`config.mk`:
```
export PLATFORM = sky130hd
export DESIGN_NAME = clk_sel_ctrl
export DESIGN_NICKNAME = d
export VERILOG_FILES = /design/src/rtl/clk_sel_ctrl.sv
export SDC_FILE = /design/constraint.sdc
export NUM_CORES = 1
export LEC_CHECK = 0
export CORE_MARGIN = 4
export CORE_UTILIZATION = 35
export CTS_BUF_LIST = sky130_fd_sc_hd__clkbuf_16
export DETAILED_ROUTE_END_ITERATION = 10
export PLACE_DENSITY = 0.67
export SYNTH_ARGS = -nofsm -noshare
export SYNTH_HDL_FRONTEND = slang
export SYNTH_SLANG_ARGS = --single-unit
```
`constraint.sdc`:
```
create_clock -name clk -period 1.9 [get_ports clk]
set_input_delay 0.285 -clock clk [delete_from_list [all_inputs] [get_ports clk]]
set_output_delay 0.285 -clock clk [all_outputs]
set_load 0.005 [all_outputs]
```
`src/rtl/clk_sel_ctrl.sv`:
```
// Clock-source select controller: sequences glitch-free mux switches with a settle window.
// Optional macro CLK_SEL_AUTO_FALLBACK_EN enables forced fallback to clock A on b_fail.
//
// state  | meaning
// IDLE   | sel stable, requests may be accepted
// SETTLE | sel just changed, downstream mux settling; counter runs down to 0
module clk_sel_ctrl #(
  parameter int SETTLE_CYC = 16,
  parameter int CNT_W      = 8
) (
  input  logic             clk,
  input  logic             rstn,
  input  logic             req_valid,
  input  logic             req_sel,
  output logic             req_ready,
  input  logic             b_fail,
  input  logic             fault_clr,
  output logic             sel,
  output logic             busy,
  output logic             done,
  output logic             fault_flag,
  output logic [CNT_W-1:0] switch_cnt
);

  typedef enum logic {IDLE = 1'b0, SETTLE = 1'b1} state_t;

  localparam logic [7:0] SETTLE_LOAD = 8'(SETTLE_CYC - 1);

  state_t           state_q, state_d;
  logic             sel_q, sel_d;
  logic [7:0]       cnt_q, cnt_d;
  logic             done_q, done_d;
  logic [CNT_W-1:0] swc_q, swc_d;
  logic             fault_q, fault_d;
  logic             pend_q, pend_d;
  logic             fb_go;
  logic             accept;

`ifdef CLK_SEL_AUTO_FALLBACK_EN
  // pend_q can only be set while settling towards B, so in IDLE it implies sel_q = 1
  assign fb_go   = (state_q == IDLE) && sel_q && (b_fail || pend_q);
  assign pend_d  = (state_q == SETTLE) ? (pend_q | (sel_q & b_fail)) : 1'b0;
  assign fault_d = fb_go | (fault_q & ~fault_clr);
`else
  logic unused_fb;
  assign fb_go     = 1'b0;
  assign pend_d    = 1'b0;
  assign fault_d   = 1'b0;
  assign unused_fb = b_fail ^ fault_clr ^ pend_q;
`endif

  assign req_ready = (state_q == IDLE) && !fb_go;
  assign accept    = req_valid && req_ready;

  always_comb begin
    state_d = state_q;
    sel_d   = sel_q;
    cnt_d   = cnt_q;
    done_d  = 1'b0;
    unique case (state_q)
      IDLE: begin
        if (fb_go) begin
          sel_d   = 1'b0;
          cnt_d   = SETTLE_LOAD;
          state_d = SETTLE;
        end else if (accept && (req_sel != sel_q) && !(fault_q && req_sel)) begin
          sel_d   = req_sel;
          cnt_d   = SETTLE_LOAD;
          state_d = SETTLE;
        end
      end
      SETTLE: begin
        if (cnt_q == 8'd0) begin
          state_d = IDLE;
          done_d  = 1'b1;
        end else begin
          cnt_d = cnt_q - 8'd1;
        end
      end
      default: state_d = IDLE;
    endcase
    swc_d = (done_d && (swc_q != {CNT_W{1'b1}})) ? swc_q + CNT_W'(1) : swc_q;
  end

  always_ff @(posedge clk) begin
    if (!rstn) begin
      state_q <= IDLE;
      sel_q   <= 1'b0;
      cnt_q   <= 8'd0;
      done_q  <= 1'b0;
      swc_q   <= '0;
      fault_q <= 1'b0;
      pend_q  <= 1'b0;
    end else begin
      state_q <= state_d;
      sel_q   <= sel_d;
      cnt_q   <= cnt_d;
      done_q  <= done_d;
      swc_q   <= swc_d;
      fault_q <= fault_d;
      pend_q  <= pend_d;
    end
  end

  assign sel        = sel_q;
  assign busy       = (state_q == SETTLE);
  assign done       = done_q;
  assign fault_flag = fault_q;
  assign switch_cnt = swc_q;

endmodule

```
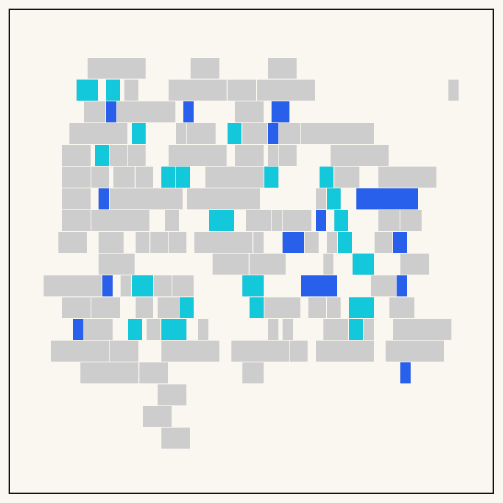
run_1/gates.png
Drawn at 8 px/um.
Key: aoi and oai cells = cyan [cells 22, most used a21oi_1]; nor cells = blue [cells 14, most used nor2_1]
most frequent logic cell in the layout: dfxtp_1
Final Non-Filler Cells: 159
Comb area share: 44.4%

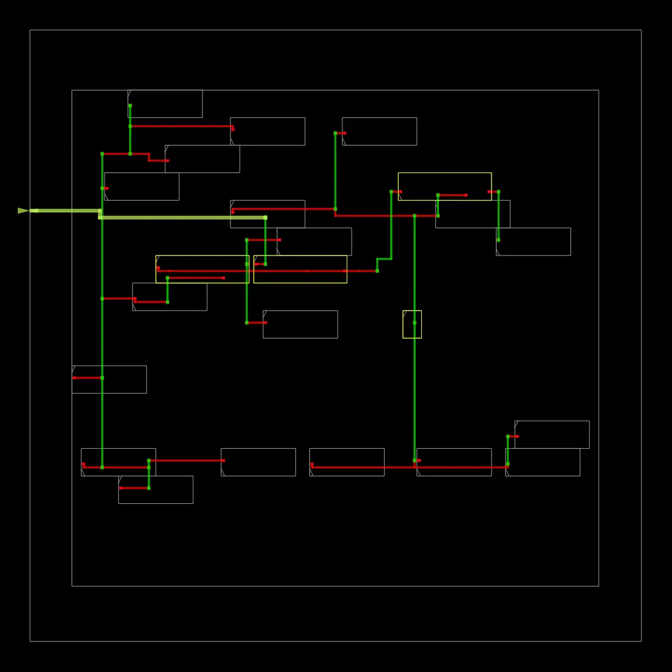
run_1/clock_nets.png
clock buf count: 3
skew final: 0.00368 ns
P_clk: 0.000431 W
clk latency late pin: 0.25 ns

==> impl_metrics.toml, run 1 <==
# synthesis and place-and-route metrics
[grt]
grt_max_degree = 15
grt-ovfl-total = 0
antenna_found_initial = 0
grt_usage_pct = 13.7
grtUsageMet3_pct = 4.89
met2_usage_pct = 22.4
grt_pass1_wl_um = 3820
top_usage_layer = "met2"

[hold_path]
hp-class = "flop to flop"
hold_start = "switch_cnt[7]"
whs_endpoint = "switch_cnt[7]"

[placement]
dp_cells = 155
hpwl_um = 1580
place_ws_ns = 0.120
portBuffers = 15

[logic_synthesis]
yosys_cells = 109
simple_gate_area_share_pct = 27.7
synthArstFlopShare_pct = 0
top_area_share_pct = 39.7
yosysTopAreaCell = "dfxtp_1"
common_cells = "19 x dfxtp_1, 12 x a21oi_1, 9 x nor2_1"
topCombFamilyByArea = "simple AND/OR/NAND/NOR gates"
synth_warnings = 0
synthXorXnorAreaFrac_pct = 4.57
synth_cells = 109
yosys.area_share.aoi_pct = 17.5
edf_count = 0
ys_sh_adder_pct = 3.92
ys.flops = 19
mux_share_pct = 3.13

[critical_path]
slowest_stage = "or4_1"
crit_type = "flop to flop"
crit_path_start = "cnt_q[0]"
worst_path_largest_cell_delay_ns = 0.50
critical_path_arrival_ns = 1.94
path_cells = "inv_1 -> ha_1 -> and4bb_2 -> nand2_2 -> or4_1 -> a21oi_1"
crit_required_ns = 2.08
critPathLaunchType = "flop"
crit_end = "switch_cnt[7]"

[finish]
drive_above_1_share_pct = 13.2
clk_share_pct = 6.43
final-seq-area_um2 = 380
nets = 139
postLayoutCellArea_um2 = 1250
inverters = 4
top_area_cell_class = "logic gates"
nFlopsAndLatches = 19
logic_area_um2 = 553
nonClkBufAreaFrac_pct = 14.5
antenna_cells = 0

[drt]
wl_met3_um = 63
wire_per_inst_um = 14.0
topRoutingLayerUsed = "met4"
drc = 0
dr_total_vias = 872
route.met2.wl_um = 1100

[run]
drv_cap = 0
warnings = 29

[clocking]
cts_root_buf = "clkbuf_16"
cts_tree = "yes"
cts_buffer_depth = 2
cts_setup_buffers = 0
cts.sinks = 19
cts_buffers = 3

[sta]
slew_viol_final = 0
fin_ws_ns = 0.142
finalCritPeriodShare_pct = 92.5

[pwr]
p_total_w = 0.00110
p_sw_share_pct = 26.6
clkPwrFrac_pct = 39.1
power_leader = "sequential cells"
power_density_nw_per_um2 = 886
switchingPower_w = 0.000294
p_comb_w = 0.000222
power_frac_comb_pct = 20.1
peakVddDrop_uv = 928

[status]
status = "finished, final reports clean"

[die]
ios = 19
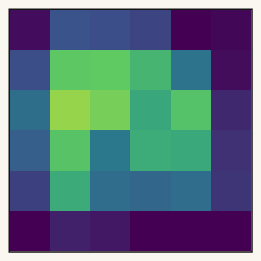
run_1/util_map.png
Drawn at 4 px/um. The die is cut into 6 by 6 equal tiles; dark purple is low, yellow is high, 0 to 100% covered.
The mean over all tiles is 33%. 17% of the tiles are nearly empty. The densest ninth of the die: center. The emptiest ninth of the die: north-east. The fullest tile reaches 84%.
Init Core Util: 37.7%
Core ar.: 2540 um2
post-layout util: 49.0%

run_1/port_trees.png
Drawn at 6 px/um.
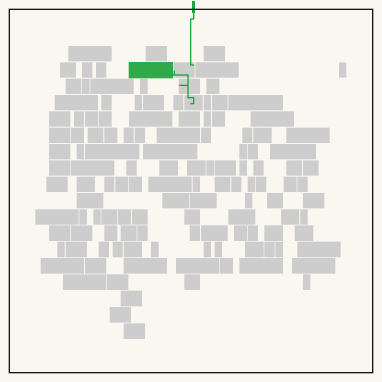

==> run 2, diff against run 1 <==
--- a/config.mk
+++ b/config.mk
@@ -10,6 +10,7 @@
 export CTS_BUF_LIST = sky130_fd_sc_hd__clkbuf_16
 export DETAILED_ROUTE_END_ITERATION = 10
 export PLACE_DENSITY = 0.67
+export SETUP_SLACK_MARGIN = 0.2
 export SYNTH_ARGS = -nofsm -noshare
 export SYNTH_HDL_FRONTEND = slang
 export SYNTH_SLANG_ARGS = --single-unit
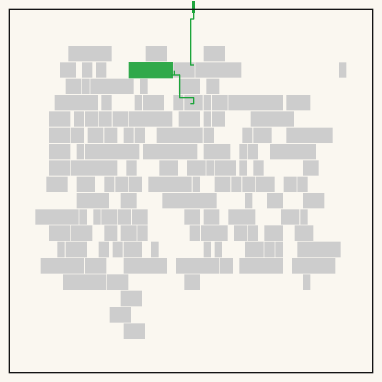
run_2/port_trees.png
Drawn at 6 px/um.
Key: sel = green [bits 1, direction output, edge north, end cells 1, wire 19.5 um]
IO Count: 19
port bufs: 15

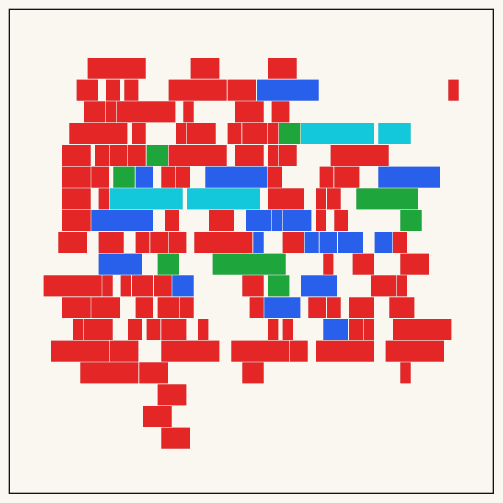
run_2/sizing.png
Drawn at 8 px/um.
Key: x1 and smaller = red [cells 102, share 77%]; x6 and larger = cyan [cells 4, share 3.0%, most used clkbuf_16]; x3 and x4 = green [cells 8, share 6.1%, most used buf_4]; x2 = blue [cells 18, share 14%, most used dfxtp_2]
design area: 1300 um2
P&R area growth vs syn: 35.5%
bufs w/o clock: 22
Final Worst Setup Slack: 0.265 ns

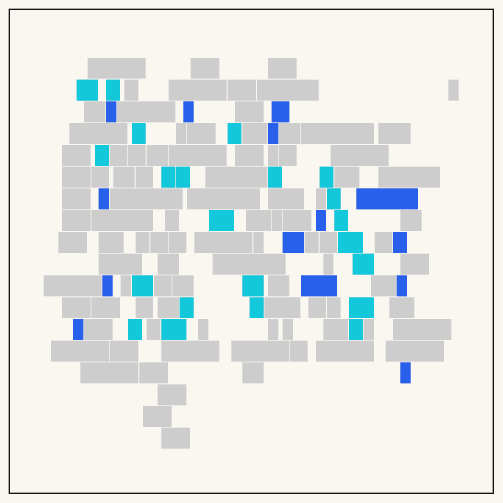
run_2/gates.png
Drawn at 8 px/um.
Key: aoi and oai cells = cyan [cells 22, most used a21oi_1]; nor cells = blue [cells 14, most used nor2_1]
Comb area share: 44.2%
Final Non-Filler Cells: 162

==> impl_metrics.toml, run 2 <==
# synthesis and place-and-route metrics
[drt]
wire_per_inst_um = 13.9
wirelength_um = 2260
route.met2.wl_um = 1120
met1Wirelength_um = 1040
wl_met3_um = 51
antenna_left = 0
dr_total_vias = 886
drc = 0
topRoutingLayerUsed = "met4"

[clocking]
cts_buffers = 3
cts_buffer_depth = 2
cts.sinks = 19
htreeDepth = 1
clock_latency_ns = 0.25
clk_pin_slew_worst_paths_ns = 0.06
cts_setup_buffers = 0
cts_tree = "yes"
cts_root_buf = "clkbuf_16"

[logic_synthesis]
topCombFamilyByArea = "simple AND/OR/NAND/NOR gates"
yosys.area_share.aoi_pct = 17.5
synth_warnings = 0
synthArstFlopShare_pct = 0
synthXorXnorAreaFrac_pct = 4.57
simple_gate_area_share_pct = 27.7
synth_cells = 109
yosys_cells = 109
top_cell = "dfxtp_1"
common_cells = "19 x dfxtp_1, 12 x a21oi_1, 9 x nor2_1"
ys.flops = 19
yosysTopAreaCell = "dfxtp_1"
ys_seq_share_pct = 39.7
synthDistinctLibCells = 40
ys_sh_adder_pct = 3.92
edf_count = 0
mux_share_pct = 3.13
top_area_share_pct = 39.7
fp_nets = 118

[placement]
dp_cells = 155
place_ws_ns = 0.120
hpwl_um = 1580

[critical_path]
crit_path_start = "cnt_q[1]"
path_depth = 6
crit_required_ns = 2.08
reg2reg_depth = 6
crit_end = "switch_cnt[7]"
r2r-end = "switch_cnt[7]"
slowest_stage = "or4_1"
path_cells = "inv_2 -> ha_4 -> and4bb_2 -> nand2_2 -> or4_1 -> a21oi_1"
r2r-start = "cnt_q[1]"
worst_path_largest_cell_delay_ns = 0.50
cp_num_buf_inv = 1
crit_path_end_kind = "flop"
crit_type = "flop to flop"
critPathLaunchType = "flop"
path_max_fanout = 4
critical_path_arrival_ns = 1.82

[grt]
grt_usage_pct = 13.7
grt_max_degree = 15
top_usage_layer = "met2"
grt_pass1_wl_um = 3840
grt-ovfl-total = 0
grt_util_met1_pct = 16.1
grtUsageMet3_pct = 5.11
antenna_found_initial = 0
met2_usage_pct = 22.4

[pwr]
power_density_nw_per_um2 = 871
power_frac_comb_pct = 21.8
powerClk_w = 0.000430
power_leader = "sequential cells"
switchingPower_w = 0.000304
p_comb_w = 0.000246
p_total_w = 0.00113
peakVddDrop_uv = 911
p_sw_share_pct = 26.9
clkPwrFrac_pct = 38.0

[finish]
inverters = 4
nonClkBufAreaFrac_pct = 15.9
antenna_cells = 0
nets = 142
nFlopsAndLatches = 19
drive_above_1_share_pct = 22.7
final-seq-area_um2 = 385
final_util_pct = 51.0
clk_share_pct = 6.17
seq_share_pct = 29.7
logic_area_um2 = 574
clock_buffers = 3
top_area_cell_class = "logic gates"

[hold_path]
whs_endpoint = "switch_cnt[7]"
hold_start = "switch_cnt[7]"
hp-class = "flop to flop"

[die]
fp_util_pct = 37.7
placeableCoreArea_um2 = 2540
die_h_um = 60.3

[sta]
slew_viol_final = 0
finalCritPeriodShare_pct = 86.1
clock_skew_ns = 0.00359

[status]
status = "finished, final reports clean"

[run]
warnings = 30
drv_cap = 0
==> run 3, diff against run 2 <==
--- a/config.mk
+++ b/config.mk
@@ -8,6 +8,7 @@
 export CORE_MARGIN = 4
 export CORE_UTILIZATION = 35
 export CTS_BUF_LIST = sky130_fd_sc_hd__clkbuf_16
+export CTS_CLUSTER_SIZE = 12
 export DETAILED_ROUTE_END_ITERATION = 10
 export PLACE_DENSITY = 0.67
 export SETUP_SLACK_MARGIN = 0.2
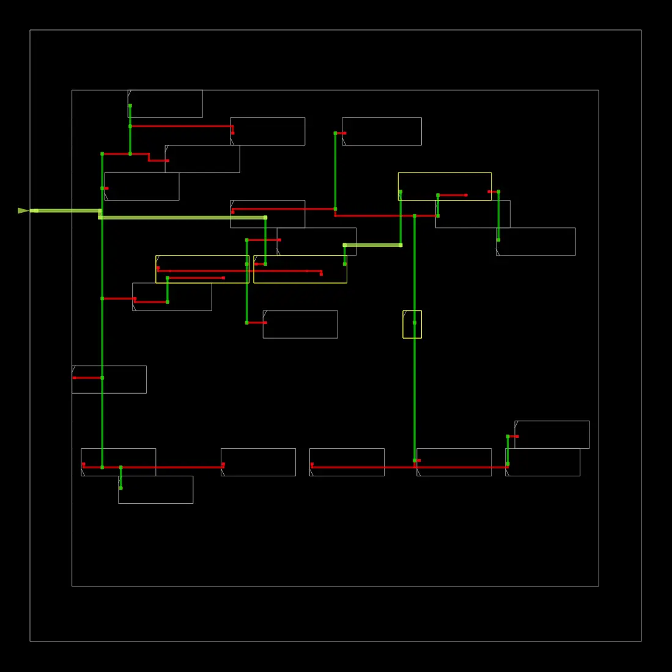
run_3/clock_nets.png
skew final: 0.00359 ns
total CTS buffers: 3
clk sinks: 19

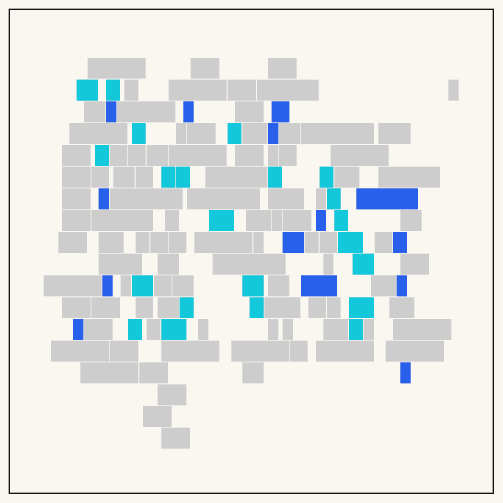
run_3/gates.png
Drawn at 8 px/um.
Key: nor cells = blue [cells 14, most used nor2_1]; aoi and oai cells = cyan [cells 22, most used a21oi_1]

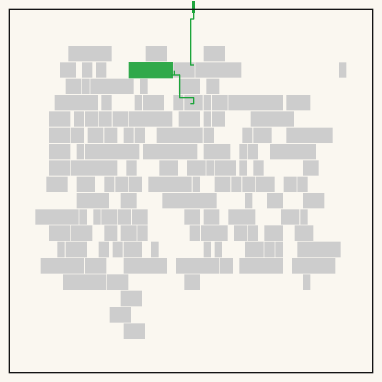
run_3/port_trees.png
Drawn at 6 px/um.
Key: sel = green [bits 1, direction output, edge north, end cells 1, wire 19.5 um]

==> impl_metrics.toml, run 3 <==
# synthesis and place-and-route metrics
[sta]
finalCriticalPeriod_ns = 1.64
finalCritPeriodShare_pct = 86.1
fmax_mhz = 611
hold_viol_final = 0
fin_ws_ns = 0.265
rsz0062_at_grt = "true"
fin_tns_setup_ns = 0
slew_viol_final = 0
whs_ns = 0.505
final-setup-viol-count = 0

[logic_synthesis]
synth_warnings = 0
syn_avg_cell_area_um2 = 8.79
topCombFamilyByArea = "simple AND/OR/NAND/NOR gates"
yosys_cells = 109
synthXorXnorAreaFrac_pct = 4.57
ys_dominant_reg_cell = "dfxtp_1"
common_cells = "19 x dfxtp_1, 12 x a21oi_1, 9 x nor2_1"
simple_gate_area_share_pct = 27.7
mux_share_pct = 3.13
ys_seq_share_pct = 39.7
yosysTopAreaCell = "dfxtp_1"
ys.flops = 19
synth_cells = 109
synthesis.area_um2 = 958
synthDistinctLibCells = 40
top_area_share_pct = 39.7
edf_count = 0
top_cell = "dfxtp_1"
fp_nets = 118
ys_sh_adder_pct = 3.92
synthArstFlopShare_pct = 0
yosys.area_share.aoi_pct = 17.5

[clocking]
cts_root_buf = "clkbuf_16"
htreeDepth = 1
cts_buffer_depth = 2
cts_tree = "yes"
cts_hold_buf = 0
cts_setup_buffers = 0
post_cts_resized = 4
clk_pin_slew_worst_paths_ns = 0.06
clock_latency_ns = 0.25

[drt]
met1Wirelength_um = 1040
wl_met3_um = 51
drt_pass1_iterations = 3
route.met2.wl_um = 1120
wire_per_inst_um = 13.9
antenna_left = 0
drc = 0
dr_total_vias = 886
topRoutingLayerUsed = "met4"
wirelength_um = 2260

[critical_path]
reg2reg_depth = 6
critPathLaunchType = "flop"
cp_num_buf_inv = 1
worst_path_largest_cell_delay_ns = 0.50
reg2reg_slack_ns = 0.26
path_cells = "inv_2 -> ha_4 -> and4bb_2 -> nand2_2 -> or4_1 -> a21oi_1"
path_depth = 6
r2r-start = "cnt_q[1]"
crit_end = "switch_cnt[7]"
slowest_stage = "or4_1"
crit_path_end_kind = "flop"
crit_path_start = "cnt_q[1]"
crit_required_ns = 2.08
critical_path_arrival_ns = 1.82
path_delay_family = "simple AND/OR/NAND/NOR gates"
crit_type = "flop to flop"
r2r-end = "switch_cnt[7]"
path_max_fanout = 4

[finish]
clock_buffers = 3
final_util_pct = 51.0
inverters = 4
nFlopsAndLatches = 19
top_area_cell_class = "logic gates"
clk_share_pct = 6.17
lay_top_cells = "15 x dfxtp_1, 15 x clkdlybuf4s50_1, 11 x a21oi_1, 9 x nor2_1, 7 x nand2_1"
nets = 142
nonClkBufAreaFrac_pct = 15.9
syn2layout_area_growth_pct = 35.5
final-seq-area_um2 = 385
nNonClkBuffers = 22
drive_above_1_share_pct = 22.7
logic_gate_count = 83
comb_share_pct = 44.2
logic_area_um2 = 574
antenna_cells = 0
postLayoutCellArea_um2 = 1300
layout.cells.non_filler = 162
seq_share_pct = 29.7

[hold_path]
hold_depth = 2
whs_endpoint = "switch_cnt[7]"
hp-class = "flop to flop"
hold_start = "switch_cnt[7]"

[pwr]
seq_cell_power_w = 0.000455
peakVddDrop_uv = 911
power_density_nw_per_um2 = 871
p_comb_w = 0.000246
power_frac_comb_pct = 21.8
p_total_w = 0.00113
clkPwrFrac_pct = 38.0
switchingPower_w = 0.000304
p_sw_share_pct = 26.9
p_seq_share_pct = 40.2
cell_internal_pwr_w = 0.000828
powerClk_w = 0.000430
cellLeakagePower_nw = 0.501
power_leader = "sequential cells"

[placement]
hpwl_um = 1580
dp_cells = 155
place_ws_ns = 0.120
portBuffers = 15
gp_congestion = 0.771
placed_cell_area_um2 = 1160

[grt]
grtUsageMet3_pct = 5.11
grt_pass1_wl_um = 3840
grt-ovfl-total = 0
grt_usage_pct = 13.7
grt_max_degree = 15
top_usage_layer = "met2"
antenna_found_initial = 0
met2_usage_pct = 22.4
grt_util_met1_pct = 16.1

[run]
warnings = 30
drv_cap = 0

[status]
status = "finished, final reports clean"

[die]
num_rows = 18
n_tap_cell = 30
die_h_um = 60.3
ios = 19
fp.dieW_um = 60.3
placeableCoreArea_um2 = 2540
fp_util_pct = 37.7
Power figures rest on the tool's default switching activity, not on a simulated workload.
